<file path="src/rtl/apb_2_lint.sv">
// apb_2_lint: APB3 completer that turns each APB transfer into one lint req/gnt/rvalid transaction.
// Latency: PSEL setup to PREADY is 3 cycles with gnt in the first REQ cycle and rvalid one cycle later.
// Backpressure: PREADY stays low while the lint side stalls; a timeout ends the transfer with PSLVERR.
module apb_2_lint #(
  parameter int ADDR_WIDTH = 32,
  parameter int DATA_WIDTH = 32,
  parameter int BE_WIDTH   = DATA_WIDTH/8,
  parameter int TIMEOUT    = 255
) (
  input  logic                  clk,
  input  logic                  rst_n,
  input  logic [ADDR_WIDTH-1:0] PADDR,
  input  logic [DATA_WIDTH-1:0] PWDATA,
  input  logic                  PWRITE,
  input  logic                  PSEL,
  input  logic                  PENABLE,
  output logic [DATA_WIDTH-1:0] PRDATA,
  output logic                  PREADY,
  output logic                  PSLVERR,
  output logic                  data_req_o,
  output logic [ADDR_WIDTH-1:0] data_addr_o,
  output logic                  data_we_o,
  output logic [BE_WIDTH-1:0]   data_be_o,
  output logic [DATA_WIDTH-1:0] data_wdata_o,
  input  logic                  data_gnt_i,
  input  logic                  data_rvalid_i,
  input  logic [DATA_WIDTH-1:0] data_rdata_i,
  input  logic                  data_err_i
);

  // Counter is wide enough to hold TIMEOUT; a TIMEOUT of 0 keeps it parked at zero.
  localparam int              CNT_W = (TIMEOUT > 0) ? $clog2(TIMEOUT + 1) : 1;
  localparam logic [CNT_W-1:0] TMO  = CNT_W'(TIMEOUT);

  typedef enum logic [1:0] {IDLE, REQ, WAIT, DONE} state_e;

  state_e                state_q, state_d;
  logic [ADDR_WIDTH-1:0] addr_q, addr_d;
  logic                  we_q, we_d;
  logic [DATA_WIDTH-1:0] wdata_q, wdata_d;
  logic [DATA_WIDTH-1:0] rdata_q, rdata_d;
  logic                  err_q, err_d;
  logic                  drop_q, drop_d;
  logic [CNT_W-1:0]      cnt_q, cnt_d;
  logic [CNT_W-1:0]      cnt_inc;
  logic                  tmo_hit;

  // The setup phase alone starts a request, so the access-phase strobe carries no information here.
  logic unused_penable;
  assign unused_penable = PENABLE;

  // Saturating REQ/WAIT cycle count and the cycle in which it reaches the limit
  always_comb begin
    cnt_inc = (cnt_q == TMO) ? cnt_q : cnt_q + 1'b1;
    tmo_hit = (TIMEOUT != 0) && (cnt_inc == TMO);
  end

  // Transfer sequencing: latch the APB request, run the lint handshake, present the result
  always_comb begin
    state_d = state_q;
    addr_d  = addr_q;
    we_d    = we_q;
    wdata_d = wdata_q;
    rdata_d = rdata_q;
    err_d   = err_q;
    drop_d  = drop_q;
    cnt_d   = cnt_q;

    // A response owed to a timed-out transfer is swallowed; the flag is only ever set
    // while the FSM sits in DONE/IDLE, so this never competes with a live response.
    if (drop_q && data_rvalid_i) begin
      drop_d = 1'b0;
    end

    case (state_q)
      IDLE: begin
        if (PSEL && !drop_q) begin
          addr_d  = PADDR;
          we_d    = PWRITE;
          wdata_d = PWDATA;
          cnt_d   = '0;
          state_d = REQ;
        end
      end
      REQ: begin
        cnt_d = cnt_inc;
        if (tmo_hit) begin
          // A grant landing on the expiry cycle still commits the slave to a response,
          // which must then be discarded when it eventually shows up.
          rdata_d = '0;
          err_d   = 1'b1;
          drop_d  = data_gnt_i;
          state_d = DONE;
        end else if (data_gnt_i) begin
          state_d = WAIT;
        end
      end
      WAIT: begin
        cnt_d = cnt_inc;
        // A response on the expiry cycle wins: nothing would be left to discard otherwise.
        if (data_rvalid_i) begin
          rdata_d = we_q ? '0 : data_rdata_i;
          err_d   = data_err_i;
          state_d = DONE;
        end else if (tmo_hit) begin
          rdata_d = '0;
          err_d   = 1'b1;
          drop_d  = 1'b1;
          state_d = DONE;
        end
      end
      DONE: begin
        state_d = IDLE;
      end
      default: begin
        state_d = IDLE;
      end
    endcase
  end

  // State and datapath registers; reset abandons any transfer in flight
  always_ff @(posedge clk or negedge rst_n) begin
    if (!rst_n) begin
      state_q <= IDLE;
      addr_q  <= '0;
      we_q    <= 1'b0;
      wdata_q <= '0;
      rdata_q <= '0;
      err_q   <= 1'b0;
      drop_q  <= 1'b0;
      cnt_q   <= '0;
    end else begin
      state_q <= state_d;
      addr_q  <= addr_d;
      we_q    <= we_d;
      wdata_q <= wdata_d;
      rdata_q <= rdata_d;
      err_q   <= err_d;
      drop_q  <= drop_d;
      cnt_q   <= cnt_d;
    end
  end

  // Outputs are decoded straight from registered state, so reset clears them at once.
  assign data_req_o   = (state_q == REQ);
  assign data_addr_o  = addr_q;
  assign data_we_o    = we_q;
  assign data_wdata_o = wdata_q;
  assign data_be_o    = {BE_WIDTH{1'b1}};
  assign PREADY       = (state_q == DONE);
  assign PSLVERR      = (state_q == DONE) && err_q;
  assign PRDATA       = rdata_q;

endmodule

</file>
<file path="config.mk">
export PLATFORM = sky130hd
export DESIGN_NAME = apb_2_lint
export DESIGN_NICKNAME = d
export VERILOG_FILES = /design/src/rtl/apb_2_lint.sv
export SDC_FILE = /design/constraint.sdc
export NUM_CORES = 1
export LEC_CHECK = 0
export ABC_AREA = 1
export CORE_MARGIN = 2
export CORE_UTILIZATION = 39
export DETAILED_ROUTE_END_ITERATION = 8
export PLACE_DENSITY = 0.85
export SYNTH_ARGS = -nofsm -noshare
export SYNTH_HDL_FRONTEND = slang
export SYNTH_SLANG_ARGS = --single-unit
</file>
<file path="constraint.sdc">
create_clock -name clk -period 1.8 [get_ports clk]
set_input_delay 0.18 -clock clk [delete_from_list [all_inputs] [get_ports clk]]
set_output_delay 0.18 -clock clk [all_outputs]
set_load 0.05 [all_outputs]
</file>
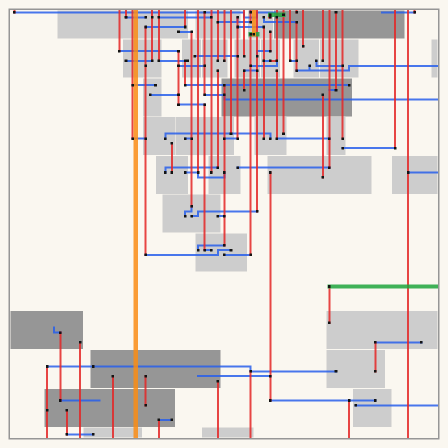
*Close-up of the layout*
Region (45, 21) to (75, 51) um. Cells in grey, sequential cells in the stronger grey; small squares are vias.
- metal 4: orange
- metal 1: blue
- metal 2: red
- metal 3: green
- sequential cells in the window: 5
- netlist names of flops here include: data_wdata_o (3), cnt_q (2)
- most frequent: dfrtp_1 (5), nand2_2 (4)
- cells with their middle in the window: 28

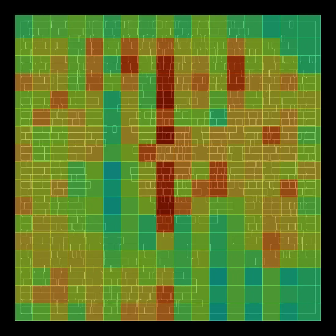
*Routing congestion map*
layer with the highest usage: met2
met1 GRT Util: 0.2446
routed len/inst: 17.01 um
met3 usage: 0.06609

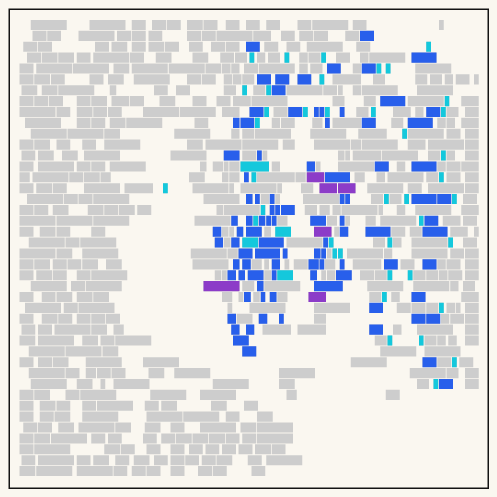
*Selected gate families*
(4 px per um)
- adder and majority cells: purple (cells 6)
- NAND gates: blue (cells 94)
- NOR gates: cyan (cells 44)

==> deck_impl_summary.md <==
Physical Implementation Snapshot

Floorplan
  • Die span in y: 119.3 um

Timing
  • Post-layout period usage: 1.030
  • Setup Viol. Count Final: 34
  • Worst hold margin: 0.3090 ns
  • Final Max Tran Viols: 0
  • Worst slew margin: 0.6374
  • Final WS setup: -0.05380 ns

Final layout
  • Fin util: 0.6127
  • Flops: 109
  • Most frequent logic cell in the layout: clkdlybuf4s50_1
  • Fill count: 1036
  • Flip-flop and latch area: 2729 um^2
  • Logic share of the area: 0.2975
  • Seq/total area: 0.3390
  • Multi-input gates: 294
  • Final instance area: 8049 um^2
  • ClkCell Share: 0.03420

Synthesis
  • Yosys stat cell total: 451
  • AO/OA Area Share: 0.1107
  • Yosys reg bits: 109
  • Yosys Chip Area: 5189 um^2
  • Mapped cell area: 5189 um^2

CTS
  • Clk sinks: 109
  • Cts repair resizes: 7
  • H-tree depth: 3
  • Setup Fix Bufs, Post-CTS: 0
  • Cts bufs inserted: 9
  • Clock Pin Slew Worst Setup and Hold Paths: 0.08 ns

Detailed routing
  • Initial DRC Count: 200
  • Total routed wirelength: 14.31 mm
  • Drt pass-1 iters: 4
  • DR DRC count: 0
  • Routed vias/inst: 5.101

GRT
  • Largest net degree at the start of global routing: 65
  • Met2 GRT Util: 0.3438
  • GRT Total Usage: 0.2020
  • GRT Residual Overflow: 0

Setup path
  • Critical R2R Launch: cnt_q[2]
  • Flop2flop setup slack: -0.05 ns
  • Setup crit end kind: flop
  • Maximum fanout along the worst path: 7

Placed design
  • RePlAce Congestion: 0.8917
  • Dpl cells: 820
  • Dpl ws: -0.06047 ns
  • DP Area: 7515 um^2
  • HPWL Detailed: 10.00 mm

Power
  • Clock Power: 1870 uW
  • Clock power share: 0.103
  • Gate power share: 0.647
  • Power per cell area: 2266 nW/um^2

Run status
  • Failing checks: negative setup slack
  • Status: finished, violations left

Hold path
  • Hold WC Path Type: input pin to asynchronous set/reset pin

Job
  • Number of OpenROAD warnings: 33
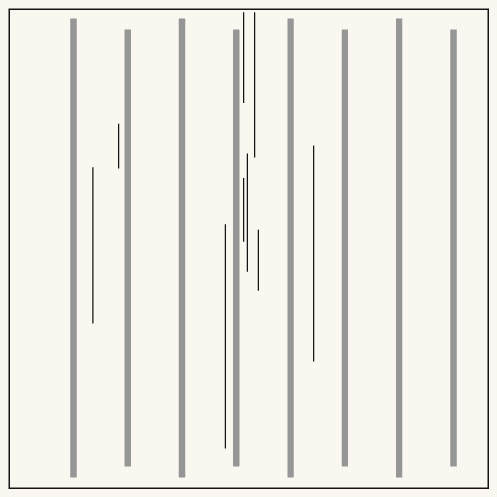
*Met4 routing*
(4 px per um) Supply wires on this layer in grey.
- wire length on this layer: 277 um
- share of all routed wire: 1.9%

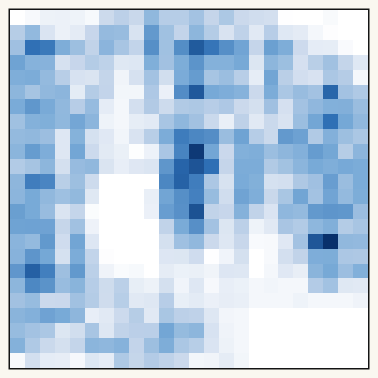
*Routed metal per tile*
(3 px per um) 24 x 24 tiles, from white (low) to dark blue (high), scaled to the fullest tile. Values are wire area over tile area, all layers added.
- mean over tiles: 0.16
- tiles over half the peak: 14%
- nearly empty tiles: 12%
- emptiest ninth of the die: lower right
- fullest tile: 0.57

-- synthesized netlist by cell type --
cell      number  area, um^2
a21oi_1        3       15.01
a21oi_2       30       262.8
a31oi_1       32       200.2
buf_1          4       15.01
buf_2          6       30.03
buf_4          4       30.03
buf_8          3       45.04
clkbuf_1      14       52.55
clkinv_1       1       3.750
conb_1         1       3.750
dfrtp_1      109        2728
ha_1           6       75.07
inv_1         16       60.06
inv_2          3       11.26
mux2_2        64       720.7
nand2_1       35       131.4
nand2_2        2       12.51
nand2_4        3       33.78
nand2_8        1       20.02
nand3_1       19       95.09
nand3_2       32       320.3
nand3b_1       1       7.510
nand4_1        1       6.260
nor2_1        40       150.1
nor2_4         3       33.78
nor2_8         1       20.02
o211ai_1       2       15.01
o21ai_0        6       30.03
o21ai_1        2       10.01
o21ai_2        1       8.760
o21bai_1       1       7.510
o22ai_1        4       25.02
xnor2_1        1       8.760
-- how the worst max path moves through the flow --
stage	startpoint	endpoint	slack [ns]
2_1_floorplan	cnt_q[0]	PRDATA[24]	0.07
3_3_place_gp	state_q[1]	cnt_q[0]	0.02
3_5_place_dp	cnt_q[0]	state_q[1]	-0.06
4_1_cts	cnt_q[0]	PRDATA[29]	-0.02
5_1_grt	cnt_q[2]	state_q[1]	-0.16
6_report	cnt_q[2]	PRDATA[0]	-0.05
-- routing by layer --
metal / part of all wire / vias up
met5: 0 / -
met2: 0.51 / 195
met4: 0.019 / 0
met3: 0.088 / 23
li1: - / 1984
met1: 0.38 / 2088
-- flip-flops by register name, indices dropped and copies added (netlist names) --
register      cells
cnt_q             8
PRDATA           32
data_we_o         1
drop_q            1
err_q             1
state_q           2
data_addr_o      32
data_wdata_o     32
Power figures rest on the tool's default switching activity, not on a simulated workload.
